File: src/rtl/mem_stage_pkg.sv
// Shared constants for the MEM pipeline stage: datapath width, default memory
// mapping and the access FSM state encodings.
package mem_stage_pkg;

    localparam int WORD     = 32;
    localparam int ADDR_W   = 16;
    localparam int MEM_BASE = 1024;
    localparam int DEST_W   = 4;

    localparam logic [1:0] ST_IDLE = 2'd0;
    localparam logic [1:0] ST_REQ  = 2'd1;
    localparam logic [1:0] ST_WAIT = 2'd2;
    localparam logic [1:0] ST_DONE = 2'd3;

endpackage

File: src/rtl/mem_stage_if.sv
// Word-addressed data-memory handshake bus between the MEM stage (master)
// and the external memory (slave).
interface mem_stage_if #(
    parameter int WORD   = 32,
    parameter int ADDR_W = 16
);

    logic [ADDR_W-1:0] mem_addr;
    logic [WORD-1:0]   mem_wdata;
    logic              mem_re;
    logic              mem_we;
    logic [WORD-1:0]   mem_rdata;
    logic              mem_ready;

    modport master (
        output mem_addr, mem_wdata, mem_re, mem_we,
        input  mem_rdata, mem_ready
    );

    modport slave (
        input  mem_addr, mem_wdata, mem_re, mem_we,
        output mem_rdata, mem_ready
    );

endinterface

File: src/rtl/mem_wb_reg.sv
// MEM/WB boundary register: loads whenever the stage is not stalled, holds
// otherwise, synchronous active-high reset.
module mem_wb_reg #(
    parameter int WORD = 32
) (
    input  logic            clk,
    input  logic            rst,
    input  logic            en_i,
    input  logic            wb_en_i,
    input  logic            mem_r_en_i,
    input  logic [3:0]      dest_i,
    input  logic [WORD-1:0] alu_i,
    input  logic [WORD-1:0] data_i,
    output logic            wb_en_o,
    output logic            mem_r_en_o,
    output logic [3:0]      dest_o,
    output logic [WORD-1:0] alu_o,
    output logic [WORD-1:0] data_o
);

    logic            wb_en_q;
    logic            mem_r_en_q;
    logic [3:0]      dest_q;
    logic [WORD-1:0] alu_q;
    logic [WORD-1:0] data_q;

    // NOTE: sequential state uses non-blocking assignments so every register
    // samples its inputs from before the edge, independent of statement order.
    always_ff @(posedge clk) begin
        if (rst) begin
            wb_en_q    <= 1'b0;
            mem_r_en_q <= 1'b0;
            dest_q     <= '0;
            alu_q      <= '0;
            data_q     <= '0;
        end else if (en_i) begin
            wb_en_q    <= wb_en_i;
            mem_r_en_q <= mem_r_en_i;
            dest_q     <= dest_i;
            alu_q      <= alu_i;
            data_q     <= data_i;
        end
    end

    assign wb_en_o    = wb_en_q;
    assign mem_r_en_o = mem_r_en_q;
    assign dest_o     = dest_q;
    assign alu_o      = alu_q;
    assign data_o     = data_q;

endmodule

File: src/rtl/mem_stage.sv
// MEM pipeline stage: multi-cycle data-memory handshake with upstream stall and
// MEM/WB register. Optional misalignment trap enabled by MEM_ALIGN_CHECK_EN.
module mem_stage #(
    parameter int WORD     = mem_stage_pkg::WORD,
    parameter int ADDR_W   = mem_stage_pkg::ADDR_W,
    parameter int MEM_BASE = mem_stage_pkg::MEM_BASE
) (
    input  logic                            clk,
    input  logic                            rst,
    input  logic                            mem_read,
    input  logic                            mem_write,
    input  logic                            wb_en_in,
    input  logic [mem_stage_pkg::DEST_W-1:0] dest_in,
    input  logic [WORD-1:0]                 alu_result,
    input  logic [WORD-1:0]                 val_Rm,
    output logic                            stall,
    mem_stage_if.master                     mem_bus,
    output logic                            wb_en,
    output logic                            mem_r_en,
    output logic [mem_stage_pkg::DEST_W-1:0] dest,
    output logic [WORD-1:0]                 alu_result_out,
    output logic [WORD-1:0]                 mem_data_out,
    output logic                            align_fault
);

    import mem_stage_pkg::*;

    logic              access;
    logic              is_load;
    logic              in_req;
    logic [1:0]        state_q, state_d;
    logic [WORD-1:0]   offset;
    logic [ADDR_W-1:0] word_addr;
    logic [ADDR_W-1:0] addr_q;
    logic [WORD-1:0]   wdata_q;
    logic [WORD-1:0]   rdata_q;
    logic              re_q, we_q;
    logic              wb_en_gated;

    assign access    = mem_read | mem_write;
    assign is_load   = mem_read & ~mem_write;
    assign offset    = alu_result - WORD'(MEM_BASE);
    assign word_addr = ADDR_W'(offset >> 2);
    assign in_req    = (state_q == ST_REQ) || (state_q == ST_WAIT);

    // DONE releases the stall so upstream advances exactly once per access.
    assign stall = access & (state_q != ST_DONE);

`ifdef MEM_ALIGN_CHECK_EN
    logic misaligned;
    logic fault_q;
    assign misaligned = |alu_result[1:0];
`endif

    // NOTE: state_d gets a default before the case so no path leaves it
    // unassigned, which would otherwise infer a latch.
    always_comb begin
        state_d = state_q;
        case (state_q)
            ST_IDLE: begin
                if (access) begin
`ifdef MEM_ALIGN_CHECK_EN
                    state_d = misaligned ? ST_DONE : ST_REQ;
`else
                    state_d = ST_REQ;
`endif
                end
            end
            ST_REQ, ST_WAIT: state_d = mem_bus.mem_ready ? ST_DONE : ST_WAIT;
            default:         state_d = ST_IDLE;
        endcase
    end

    always_ff @(posedge clk) begin
        if (rst) begin
            state_q <= ST_IDLE;
            addr_q  <= '0;
            wdata_q <= '0;
            rdata_q <= '0;
            re_q    <= 1'b0;
            we_q    <= 1'b0;
`ifdef MEM_ALIGN_CHECK_EN
            fault_q <= 1'b0;
`endif
        end else begin
            state_q <= state_d;
            // REQ is only ever entered from IDLE, so this is the capture edge.
            if (state_d == ST_REQ) begin
                addr_q  <= word_addr;
                wdata_q <= val_Rm;
                re_q    <= is_load;
                we_q    <= mem_write;
            end else if (state_d != ST_WAIT) begin
                re_q <= 1'b0;
                we_q <= 1'b0;
            end
            if (in_req && mem_bus.mem_ready) begin
                rdata_q <= mem_bus.mem_rdata;
            end
`ifdef MEM_ALIGN_CHECK_EN
            fault_q <= (state_q == ST_IDLE) && (state_d == ST_DONE);
            if ((state_q == ST_IDLE) && (state_d == ST_DONE)) begin
                rdata_q <= '0;
            end
`endif
        end
    end

    assign mem_bus.mem_addr  = addr_q;
    assign mem_bus.mem_wdata = wdata_q;
    assign mem_bus.mem_re    = re_q;
    assign mem_bus.mem_we    = we_q;

`ifdef MEM_ALIGN_CHECK_EN
    assign align_fault = fault_q;
    assign wb_en_gated = wb_en_in & ~fault_q;
`else
    assign align_fault = 1'b0;
    assign wb_en_gated = wb_en_in;
`endif

    mem_wb_reg #(
        .WORD (WORD)
    ) u_mem_wb_reg (
        .clk        (clk),
        .rst        (rst),
        .en_i       (~stall),
        .wb_en_i    (wb_en_gated),
        .mem_r_en_i (is_load),
        .dest_i     (dest_in),
        .alu_i      (alu_result),
        .data_i     (rdata_q),
        .wb_en_o    (wb_en),
        .mem_r_en_o (mem_r_en),
        .dest_o     (dest),
        .alu_o      (alu_result_out),
        .data_o     (mem_data_out)
    );

endmodule

File: src/flat_wrapper.sv
// flat-port wrapper written by rule: the top's interface ports become plain ports
module mem_stage_flat import mem_stage_pkg::*;
#(
    parameter int WORD     = mem_stage_pkg::WORD,
    parameter int ADDR_W   = mem_stage_pkg::ADDR_W,
    parameter int MEM_BASE = mem_stage_pkg::MEM_BASE
)
  (clk, rst, mem_read, mem_write, wb_en_in, dest_in, alu_result, val_Rm, stall, wb_en, mem_r_en, dest, alu_result_out, mem_data_out, align_fault, mem_bus_mem_addr, mem_bus_mem_wdata, mem_bus_mem_re, mem_bus_mem_we, mem_bus_mem_rdata, mem_bus_mem_ready);
  mem_stage_if #(.WORD(WORD), .ADDR_W(ADDR_W)) mem_bus_i ();
  input  logic clk;
  input  logic rst;
  input  logic mem_read;
  input  logic mem_write;
  input  logic wb_en_in;
  input  logic [mem_stage_pkg::DEST_W-1:0] dest_in;
  input  logic [WORD-1:0] alu_result;
  input  logic [WORD-1:0] val_Rm;
  output logic stall;
  output logic wb_en;
  output logic mem_r_en;
  output logic [mem_stage_pkg::DEST_W-1:0] dest;
  output logic [WORD-1:0] alu_result_out;
  output logic [WORD-1:0] mem_data_out;
  output logic align_fault;
  output wire logic [$bits(mem_bus_i.mem_addr)-1:0] mem_bus_mem_addr;
  output wire logic [$bits(mem_bus_i.mem_wdata)-1:0] mem_bus_mem_wdata;
  output wire logic [$bits(mem_bus_i.mem_re)-1:0] mem_bus_mem_re;
  output wire logic [$bits(mem_bus_i.mem_we)-1:0] mem_bus_mem_we;
  input wire logic [$bits(mem_bus_i.mem_rdata)-1:0] mem_bus_mem_rdata;
  input wire logic [$bits(mem_bus_i.mem_ready)-1:0] mem_bus_mem_ready;
  assign mem_bus_mem_addr = mem_bus_i.mem_addr;
  assign mem_bus_mem_wdata = mem_bus_i.mem_wdata;
  assign mem_bus_mem_re = mem_bus_i.mem_re;
  assign mem_bus_mem_we = mem_bus_i.mem_we;
  assign mem_bus_i.mem_rdata = mem_bus_mem_rdata;
  assign mem_bus_i.mem_ready = mem_bus_mem_ready;
  mem_stage #(.WORD(WORD), .ADDR_W(ADDR_W), .MEM_BASE(MEM_BASE)) u_core (.clk(clk), .rst(rst), .mem_read(mem_read), .mem_write(mem_write), .wb_en_in(wb_en_in), .dest_in(dest_in), .alu_result(alu_result), .val_Rm(val_Rm), .stall(stall), .mem_bus(mem_bus_i), .wb_en(wb_en), .mem_r_en(mem_r_en), .dest(dest), .alu_result_out(alu_result_out), .mem_data_out(mem_data_out), .align_fault(align_fault));
endmodule
File: config.mk
export PLATFORM = sky130hd
export DESIGN_NAME = mem_stage_flat
export DESIGN_NICKNAME = d
export VERILOG_FILES = /design/src/rtl/mem_stage_pkg.sv /design/src/rtl/mem_stage_if.sv /design/src/rtl/mem_wb_reg.sv /design/src/rtl/mem_stage.sv /design/src/flat_wrapper.sv
export SDC_FILE = /design/constraint.sdc
export NUM_CORES = 1
export LEC_CHECK = 0
export CAP_MARGIN = 0
export CORE_MARGIN = 5
export CORE_UTILIZATION = 55
export DETAILED_ROUTE_END_ITERATION = 6
export DONT_BUFFER_PORTS = 1
export MAX_ROUTING_LAYER = met4
export PLACE_DENSITY = 0.7
export SLEW_MARGIN = 20
export SYNTH_ARGS = -nofsm -noshare
export SYNTH_HDL_FRONTEND = slang
export SYNTH_SLANG_ARGS = --single-unit
File: constraint.sdc
create_clock -name clk -period 2.5 [get_ports clk]
set_clock_uncertainty 0.05 [all_clocks]
set_input_delay 0.375 -clock clk [delete_from_list [all_inputs] [get_ports clk]]
set_output_delay 0.375 -clock clk [all_outputs]
set_load 0.05 [all_outputs]
Figure 1. Routed clock nets over the placement (run 1).
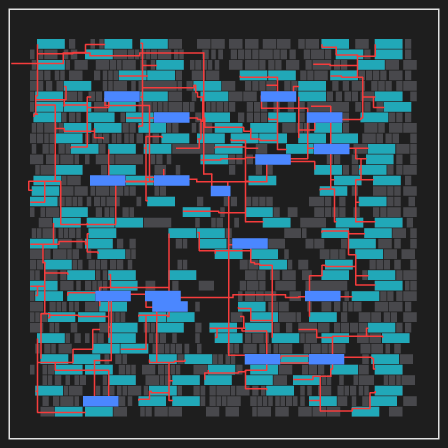
clock wires: marked red, length 1,670 um. flip-flops: marked cyan, count 154. cells driving clock nets: marked blue, count 17.
Position of the flops: all over the die.

Figure 2. Cell placement (run 1).
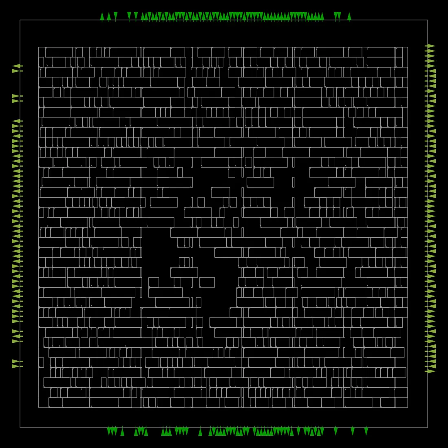
final core utilization: 75.9%
FP Rows: 36
fill cell total of the finished layout: 698

Figure 3. Drive-strength map (run 1).
Bar = 20 um.
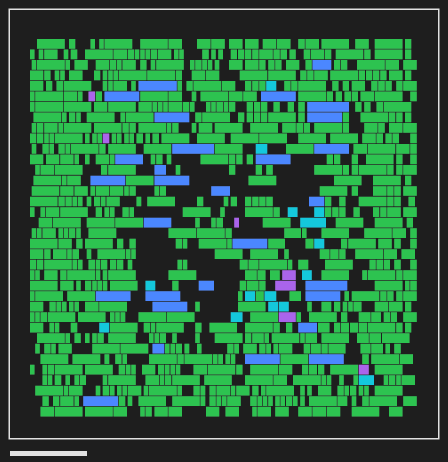
drive 2: marked purple, cells 7, share 0.88%, most used clkinv_2. drive 6 and up: marked blue, cells 29, share 3.6%, most used clkbuf_16. drive 1 or less: marked green, cells 746, share 94%, most used nand2_1. drive 3 to 4: marked cyan, cells 15, share 1.9%, most used buf_4.

==> summary.txt, run 1 <==
Implementation numbers.

- The flip-flop and latch power reads roughly 4.9 mW.
- Dividing total power by cell area gives a power density of between 1000 and 1500 nW/um^2.
- The number of standard cells in the final layout excluding fillers is between 900 and 1,000.
- Per the log, the first TritonRoute iteration ended with a DRC count of 447.
- The post-route setup TNS is 0 ns.
- The share of post-route cells with drive strength above 1 is under 10%.
- In the synthesis report, Yosys lists the chip area as between 5000 and 6000 um^2.
- The number of cells on the worst hold path reads 2.
- The post-layout net count reads 894.
- The clock net in this run drives a total of roughly 150 sinks.
- Looking at the max-slew report, the worst-margin pin has a slew of 0.599 ns.
- The path category of the worst min-delay check reads input pin to flop.
- The number of iterations in the first detailed-routing pass reads 5.
- The I/O pin total is 228.
- The switching fraction of total power is around 45%.
- The termination of the worst setup path is u_core.rdata_q[15].
- The global route total overflow is 0.
- The remaining antenna violation count after routing reads 0.
- The setup check on the worst reg-to-reg path leaves a slack of roughly 0.18 ns.
- Ranked by total cell area, the synthesized netlist is headed by dfxtp_1 55%, nand2_1 14%, a21oi_1 13%.
- The run finished with clean final reports.
- The required time at the worst-slack endpoint reads around 2.9 ns.
- Measured along the x axis, the die boundary spans between 100 and 150 um.
- The number of maximum-capacitance constraint violations is 0.
-- run 1: critical path, cell delays in order, from the launching register on --
cell and delay [ns]:
dfxtp_1 0.42, inv_1 0.08, ha_2 0.41, and2_1 0.18
buf_6 0.25, nand2_1 0.10, a21oi_1 0.18, dlygate4sd3_1 0.58
-- run 1: final cells by class --
class / instances / area share (%)
Inverter: 5 / 0.252
Clock buffer: 19 / 5.92
Tap cell: 133 / 2.23
Timing Repair Buffer: 128 / 17.5
Clock inverter: 13 / 2.23
Sequential cell: 154 / 41.3
Multi-Input combinational cell: 478 / 30.5
-- run 1: metal layers --
metal	share of wire (%)	GRT usage, %
met1	36	29.9
met2	49	45.1
met3	12	12.7
met4	2.5	10.7
met5	0	-
==> run 1 -> run 2 <==
--- a/config.mk
+++ b/config.mk
@@ -11,7 +11,7 @@
 export DETAILED_ROUTE_END_ITERATION = 6
 export DONT_BUFFER_PORTS = 1
 export MAX_ROUTING_LAYER = met4
-export PLACE_DENSITY = 0.7
+export PLACE_DENSITY = 0.74
 export SLEW_MARGIN = 20
 export SYNTH_ARGS = -nofsm -noshare
 export SYNTH_HDL_FRONTEND = slang
Figure 4. Cell placement (run 2).
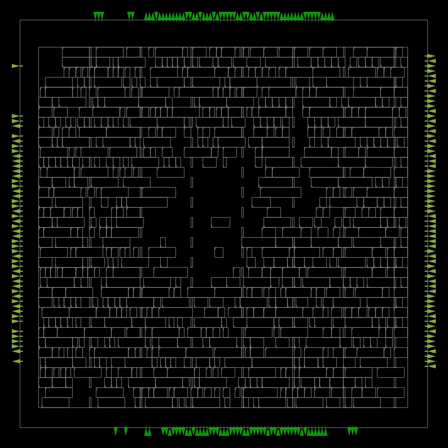
flip-flops: 154
Final Non-Filler Cells: 934
tap cells: 133
standard cell core area: 9820 um^2
Seq/total area: 41.2%

Figure 5. Drive-strength map (run 2).
Bar = 20 um.
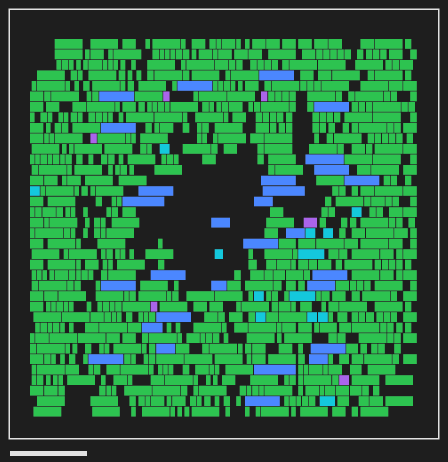
drive 2: marked purple, cells 6, share 0.75%, most used clkinv_2. drive 3 to 4: marked cyan, cells 13, share 1.6%, most used buf_4. drive 6 and up: marked blue, cells 29, share 3.6%, most used clkbuf_16. drive 1 or less: marked green, cells 752, share 94%, most used nand2_1.

==> run 2 against run 1 <==
Effect of this change: register-to-register slack worse by 0.06 ns; design area is 0.47% higher; routed wire length increased by 1.9%; global-route usage increased by 0.25 points; via count is 1.2% higher; hold slack worse by 0.0062 ns; maximum frequency fell by 2.5%; sequential power barely moved; combinational power up 8%; sequential share of layout area is 0.19 points lower; synthesized area did not move; cell count grew 0.43%; critical path type unchanged; critical endpoint is now u_core.mem_bus.mem_re.
==> summary.txt, run 2 <==
Implementation numbers.

- The placement row count reads 36.
- Looking at the global route congestion table, the highest-usage layer is met2.
- The number of iterations in the first detailed-routing pass is 6.
- After the first detailed-routing iteration, the DRC count stood at slightly below 600.
- The summed standard-cell area reported by yosys reads ~5600 um^2.
- The required time at the worst-slack endpoint reads 2.91 ns.
- The run finished with clean final reports.
- The wire length on met1 reads ~6.4 mm.
- The detail route stage leaves a number of antenna-violating nets equal to 0.
- The termination of the worst setup path is u_core.mem_bus.mem_re.
- met3 track demand over resource after global routing is 10.3%.
- Of the cells placed in the final design, the portion with a size suffix greater than 1 is ~6.0%.
- The instance count on the critical path is 7.
- The synthesis report lists the most area-consuming cells as dfxtp_1 55%, nand2_1 14%, a21oi_1 13%.
- The length of routed met3 wiring reads between 1.5 and 2 mm.
- The final standard cell utilization of the core reads around 76%.
- In the final design database the tool counted around 900 nets.
- The total power density per cell area is 1350 nW/um^2.
- The global-route track usage on met1 reads 31.5%.
- The stage delay of the slowest cell on the critical path reads ~0.58 ns.
- The pin slew with the least headroom to its limit reads between 0.5 and 0.6 ns.
- Looking at the clock tree report, the root buffer type is clkbuf_8.
- The switching fraction of total power is 43.9%.
- The met2 track demand over resource in global routing is roughly 46%.
- The number of maximum-capacitance constraint violations is 0.
- The path category of the worst min-delay check reads input pin to flop.
- The I/O pin total reads 228.
- The post-route setup TNS is 0 ns.
- The buffer-and-inverter tally for the worst setup path is 3.
- The internal reg-to-reg setup slack is roughly 0.12 ns.
- Along the worst hold path, the cell count comes to 2.
- The kind of cell adding the most delay to the critical path is buffers and inverters.
- The width of the die is between 100 and 150 um.
- The number of clock sinks reads about 150.
- The global route total overflow is 0.
- The number of filler instances in the final layout reads just under 700.
==> run 2: area by class of cell <==
cell class / count / share of cell area (%)
Clock buffer: 23 / 6.23
Timing Repair Buffer: 132 / 18.1
Clock inverter: 8 / 1.57
Sequential cell: 154 / 41.2
Inverter: 5 / 0.284
Tap cell: 133 / 2.22
Multi-Input combinational cell: 478 / 30.4
Antenna cell: 1 / 0.0334
==> run 2: stage by stage <==
| stage | hold WS (ns) | cells | area (um^2) | setup slack, ns |
|---|---|---|---|---|
| after detailed placement | 0.392 | 781 | 5640 | 0.447 |
| after global placement | 0.386 | 781 | 5640 | 0.538 |
| final | 0.0221 | 934 | 7490 | 0.125 |
| after global routing | 0.00442 | 934 | 7490 | -0.00784 |
| after floorplan | 0.387 | 696 | 5580 | 0.544 |
| after CTS | 0.00205 | 931 | 7430 | 0.0718 |
Power is estimated from default activity; no workload was simulated.
